### Layout detail

Window x 50 to 80, y 17 to 47 microns. Cells in gray, sequential cells in the stronger gray; small squares are vias.
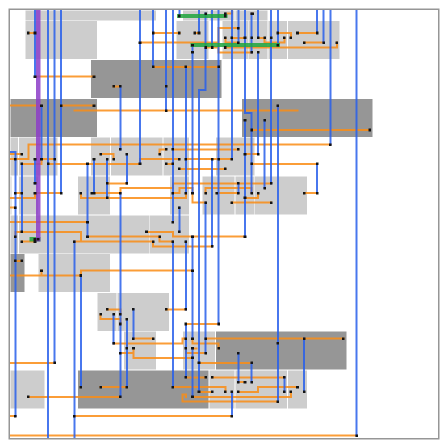
### Where the registers sit

Bar = 20 microns. Other sequential cells in the stronger gray, the rest of the logic in the fainter gray.
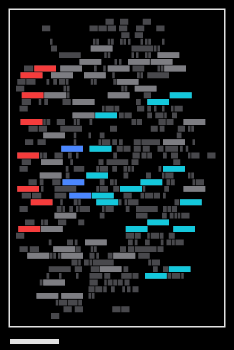
### Cell sizes after repair

Bar = 20 microns.
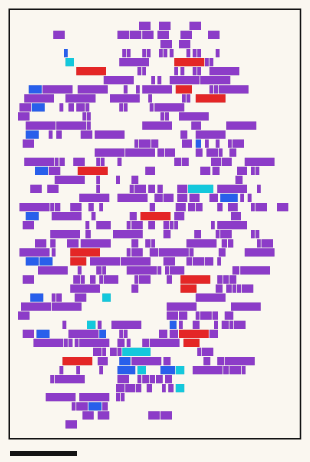
### Clock nets

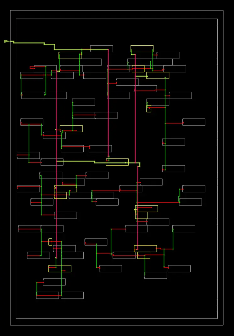
`src/rtl/byte_serializer.sv`:
```
// byte_serializer
//   Turns a stream of pixel bytes into single-bit strobes for a
//   WS2812-style waveform generator. After the last byte of a frame, it
//   holds the line low for a programmable latch time. It then pulses
//   frame_done_o.
//
//   Buffering: an 8-bit holding register feeds an 8-bit shift register.
//   This lets upstream deliver the next byte while the current one is
//   still shifting out.
//
//   Configuration macro:
//     SERIALIZER_LSB_FIRST_EN  defined   -> bits leave LSB first
//                              undefined -> bits leave MSB first (WS2812 order)
//
// Ports
//   clk_i           system clock, rising edge
//   rst_i           asynchronous active-high reset
//   byte_vld_i      upstream byte valid
//   byte_data_i     pixel byte (G/R/B component)
//   byte_last_i     byte is last of frame (qualified by byte_vld_i)
//   byte_rdy_o      holding register empty; accept on byte_vld_i & byte_rdy_o
//   reg_rst_time_i  latch time in clk cycles, sampled when LATCH is entered
//   bit_rdy_i       downstream ready for the next bit
//   bit_vld_o       one-cycle bit strobe
//   bit_data_o      bit value, valid with bit_vld_o, held otherwise
//   frame_done_o    one-cycle pulse at the end of the latch time

module byte_serializer #(
    parameter int RST_CNT_WIDTH = 16
) (
    input  logic                     clk_i,
    input  logic                     rst_i,
    input  logic                     byte_vld_i,
    input  logic [7:0]               byte_data_i,
    input  logic                     byte_last_i,
    output logic                     byte_rdy_o,
    input  logic [RST_CNT_WIDTH-1:0] reg_rst_time_i,
    input  logic                     bit_rdy_i,
    output logic                     bit_vld_o,
    output logic                     bit_data_o,
    output logic                     frame_done_o
);

`ifdef SERIALIZER_LSB_FIRST_EN
    localparam bit LSB_FIRST = 1'b1;
`else
    localparam bit LSB_FIRST = 1'b0;
`endif

    typedef enum logic [2:0] {
        ST_IDLE,
        ST_LOAD,
        ST_SHIFT,
        ST_WAIT,
        ST_LATCH
    } state_t;

    state_t state, next_state;

    // Holding register
    logic       hold_full;
    logic [7:0] hold_data;
    logic       hold_last;

    // Shift register
    logic [7:0] shift_data;
    logic       shift_last;
    logic [2:0] bit_cnt;

    // Value presented on bit_data_o between strobes
    logic       bit_q;

    // Latch timing
    logic                     latch_run;  // bit_rdy_i has been seen; counting
    logic [RST_CNT_WIDTH-1:0] latch_cnt;
    logic [RST_CNT_WIDTH-1:0] rst_time_q;

    // Control decoded from the FSM
    logic load_en;
    logic advance;
    logic latch_enter;
    logic latch_start;
    logic accept;
    logic hold_full_next;
    logic cur_bit;

    assign accept  = byte_vld_i & byte_rdy_o;
    assign cur_bit = LSB_FIRST ? shift_data[0] : shift_data[7];

    // A byte arriving on the same edge that LOAD empties the holding register
    // takes its place, so the register stays full and byte_rdy_o stays low.
    assign hold_full_next = accept | (hold_full & ~load_en);

    // ------------------------------------------------------------------
    // State register
    // ------------------------------------------------------------------
    // NOTE: every clocked process uses non-blocking assignments so that all
    // registers update together from values sampled before the edge.
    always_ff @(posedge clk_i or posedge rst_i) begin
        if (rst_i) begin
            state <= ST_IDLE;
        end else begin
            state <= next_state;
        end
    end

    // ------------------------------------------------------------------
    // Next state and outputs
    // ------------------------------------------------------------------
    // NOTE: every signal written here gets a default first; a path that
    // leaves one unassigned would infer a latch.
    always_comb begin
        next_state   = state;
        bit_vld_o    = 1'b0;
        frame_done_o = 1'b0;
        load_en      = 1'b0;
        advance      = 1'b0;
        latch_enter  = 1'b0;
        latch_start  = 1'b0;

        case (state)
            ST_IDLE: begin
                if (hold_full) next_state = ST_LOAD;
            end

            ST_LOAD: begin
                load_en    = 1'b1;
                next_state = ST_SHIFT;
            end

            ST_SHIFT: begin
                if (bit_rdy_i) begin
                    bit_vld_o  = 1'b1;
                    next_state = ST_WAIT;
                end
            end

            ST_WAIT: begin
                // Downstream must drop ready to acknowledge the strobe.
                if (!bit_rdy_i) begin
                    if (bit_cnt != 3'd7) begin
                        advance    = 1'b1;
                        next_state = ST_SHIFT;
                    end else if (shift_last) begin
                        latch_enter = 1'b1;
                        next_state  = ST_LATCH;
                    end else if (hold_full) begin
                        next_state = ST_LOAD;
                    end else begin
                        next_state = ST_IDLE;
                    end
                end
            end

            ST_LATCH: begin
                // Counting starts in the first cycle ready is seen (count 0).
                // latch_cnt then holds the number of cycles since that one.
                if (latch_run) begin
                    if (latch_cnt == rst_time_q) begin
                        frame_done_o = 1'b1;
                        next_state   = ST_IDLE;
                    end
                end else if (bit_rdy_i) begin
                    if (rst_time_q == '0) begin
                        frame_done_o = 1'b1;
                        next_state   = ST_IDLE;
                    end else begin
                        latch_start = 1'b1;
                    end
                end
            end

            default: next_state = ST_IDLE;
        endcase

        bit_data_o = bit_vld_o ? cur_bit : bit_q;
    end

    // ------------------------------------------------------------------
    // Holding register and byte_rdy_o
    // ------------------------------------------------------------------
    // NOTE: the data registers are reset along with the control flags.
    // They are only eight bits, and clearing them makes the post-reset
    // state fully deterministic.
    always_ff @(posedge clk_i or posedge rst_i) begin
        if (rst_i) begin
            hold_full  <= 1'b0;
            hold_data  <= '0;
            hold_last  <= 1'b0;
            byte_rdy_o <= 1'b0;
        end else begin
            hold_full  <= hold_full_next;
            byte_rdy_o <= ~hold_full_next;
            if (accept) begin
                hold_data <= byte_data_i;
                hold_last <= byte_last_i;
            end
        end
    end

    // ------------------------------------------------------------------
    // Shift register, bit counter and held bit value
    // ------------------------------------------------------------------
    always_ff @(posedge clk_i or posedge rst_i) begin
        if (rst_i) begin
            shift_data <= '0;
            shift_last <= 1'b0;
            bit_cnt    <= '0;
            bit_q      <= 1'b0;
        end else begin
            if (load_en) begin
                shift_data <= hold_data;
                shift_last <= hold_last;
                bit_cnt    <= '0;
            end else if (advance) begin
                bit_cnt    <= bit_cnt + 3'd1;
                shift_data <= LSB_FIRST ? {1'b0, shift_data[7:1]}
                                        : {shift_data[6:0], 1'b0};
            end
            if (bit_vld_o) bit_q <= cur_bit;
        end
    end

    // ------------------------------------------------------------------
    // Latch timer
    // ------------------------------------------------------------------
    always_ff @(posedge clk_i or posedge rst_i) begin
        if (rst_i) begin
            latch_run  <= 1'b0;
            latch_cnt  <= '0;
            rst_time_q <= '0;
        end else begin
            if (latch_enter) begin
                rst_time_q <= reg_rst_time_i;
                latch_run  <= 1'b0;
                latch_cnt  <= '0;
            end else if (latch_start) begin
                latch_run <= 1'b1;
                latch_cnt <= RST_CNT_WIDTH'(1);
            end else if (frame_done_o) begin
                latch_run <= 1'b0;
            end else if (latch_run) begin
                latch_cnt <= latch_cnt + RST_CNT_WIDTH'(1);
            end
        end
    end

endmodule

```
`config.mk`:
```
export PLATFORM = sky130hd
export DESIGN_NAME = byte_serializer
export DESIGN_NICKNAME = d
export VERILOG_FILES = /design/src/rtl/byte_serializer.sv
export SDC_FILE = /design/constraint.sdc
export NUM_CORES = 1
export LEC_CHECK = 0
export ABC_AREA = 0
export CAP_MARGIN = 15
export CORE_ASPECT_RATIO = 1.5
export CORE_MARGIN = 2
export CORE_UTILIZATION = 30
export DETAILED_ROUTE_END_ITERATION = 10
export MAX_ROUTING_LAYER = met4
export PLACE_DENSITY = 0.46
export SLEW_MARGIN = 20
export SYNTH_ARGS = -nofsm -noshare
export SYNTH_HDL_FRONTEND = slang
export SYNTH_SLANG_ARGS = --single-unit
```
`constraint.sdc`:
```
create_clock -name clk_i -period 5.6 [get_ports clk_i]
set_input_delay 0.56 -clock clk_i [delete_from_list [all_inputs] [get_ports clk_i]]
set_output_delay 0.56 -clock clk_i [all_outputs]
set_load 0.02 [all_outputs]
```
==> job_summary.md <==
### Metrics collected by this job

| Metric | Value |
|---|---|
| Num tapcells | 117 |
| # diodes | 0 |
| Die Y | 129 microns |
| Final ANT Viol Nets | 0 |
| CP peak stage delay | 660 ps |
| Initial antenna violation count | 0 |
| Comb pwr | 406 uW |
| Logic share of the area | 39.0% |
| Final setup violation count | 0 |
| CP startpoint | bit_rdy_i |
| Setup crit start kind | input port |
| Vias in the first global route | 2422 |
| Family with the most delay on the worst path | buffers and inverters |
| GRT Total Usage | 14.8% |
| Yosys Chip Area | 3100 sq um |
| Net load switching power | 478 uW |
| # DRC | 0 |
| GR Util met2 | 25.0% |
| WHS | 464 ps |
| Crit path to | bit_data_o |
| Met2 WL | 3.91 mm |
| WHS Endpoint | shift_last |
| Sequential fraction of the synthesis area | 48.4% |
| Lkg Pwr | 1.75 nW |
| Wire per inst | 15.1 microns |
| Ys cells | 324 |
| Power share of the combinational group | 26.6% |
| Vias | 2343 |
| Critical path depth in cells | 5 |
| Num ports | 33 |
| Mapped Cells | 324 |
| Global-route wire length before repair | 12.2 mm |
| Cells along the critical path | clkdlybuf4s50_1 > nand2_1 > nor3_1 > mux2_2 > clkdlybuf4s50_1 |
| Worst-Margin Slew | 791 ps |
| Worst reg-to-reg setup slack | 3470 ps |
| Status | complete, no violations |
| FF-to-FF path depth | 5 |
| Top cell type by total area after synthesis | dfrtp_1 |
| Layout Cells excl Fill | 477 |
| Aoi share | 7.95% |
| Synth Area in Adders | 1.21% |
| I/O Buffers | 32 |
| Fp_density | 30.8% |
| Setup crit end kind | output port |
Back to the opening pictures, 'Layout detail':
[green] met3
[blue] met2
[purple] met4
[orange] met1
most frequent: nand2_1 (8), mux2i_1 (5), dfrtp_1 (5)
cells with their middle in the window: 33
netlist names of flops here include: `latch_cnt` (5)
sequential cells in the window: 5

Back to the opening pictures, 'Where the registers sit':
[red] `hold_data` | sequential cells: 8
[cyan] `latch_cnt` | sequential cells: 16
[blue] `bit_cnt` | sequential cells: 3
not colored: 33
post-layout util: 37.8%
FF/Latch Area: 1500 sq um
sequential share of cell area: 39.4%
seq pwr: 592 uW

Back to the opening pictures, 'Cell sizes after repair':
[blue] drive 2 | cells: 18
[red] drive 6 and up | cells: 13
[purple] drive 1 or less | cells: 321
[cyan] drive 3 to 4 | cells: 8
fin worst setup slack: 2580 ps
area grow syn2layout: 22.8%
post-route cell area: 3810 sq um
nonclk buf count: 38

Back to the opening pictures, 'Clock nets':
Seq cells: 60
CTS Sinks: 60
clock skew: 6.33 ps
Latency at later pin: 330 ps

Power and IR drop assume default switching activity.
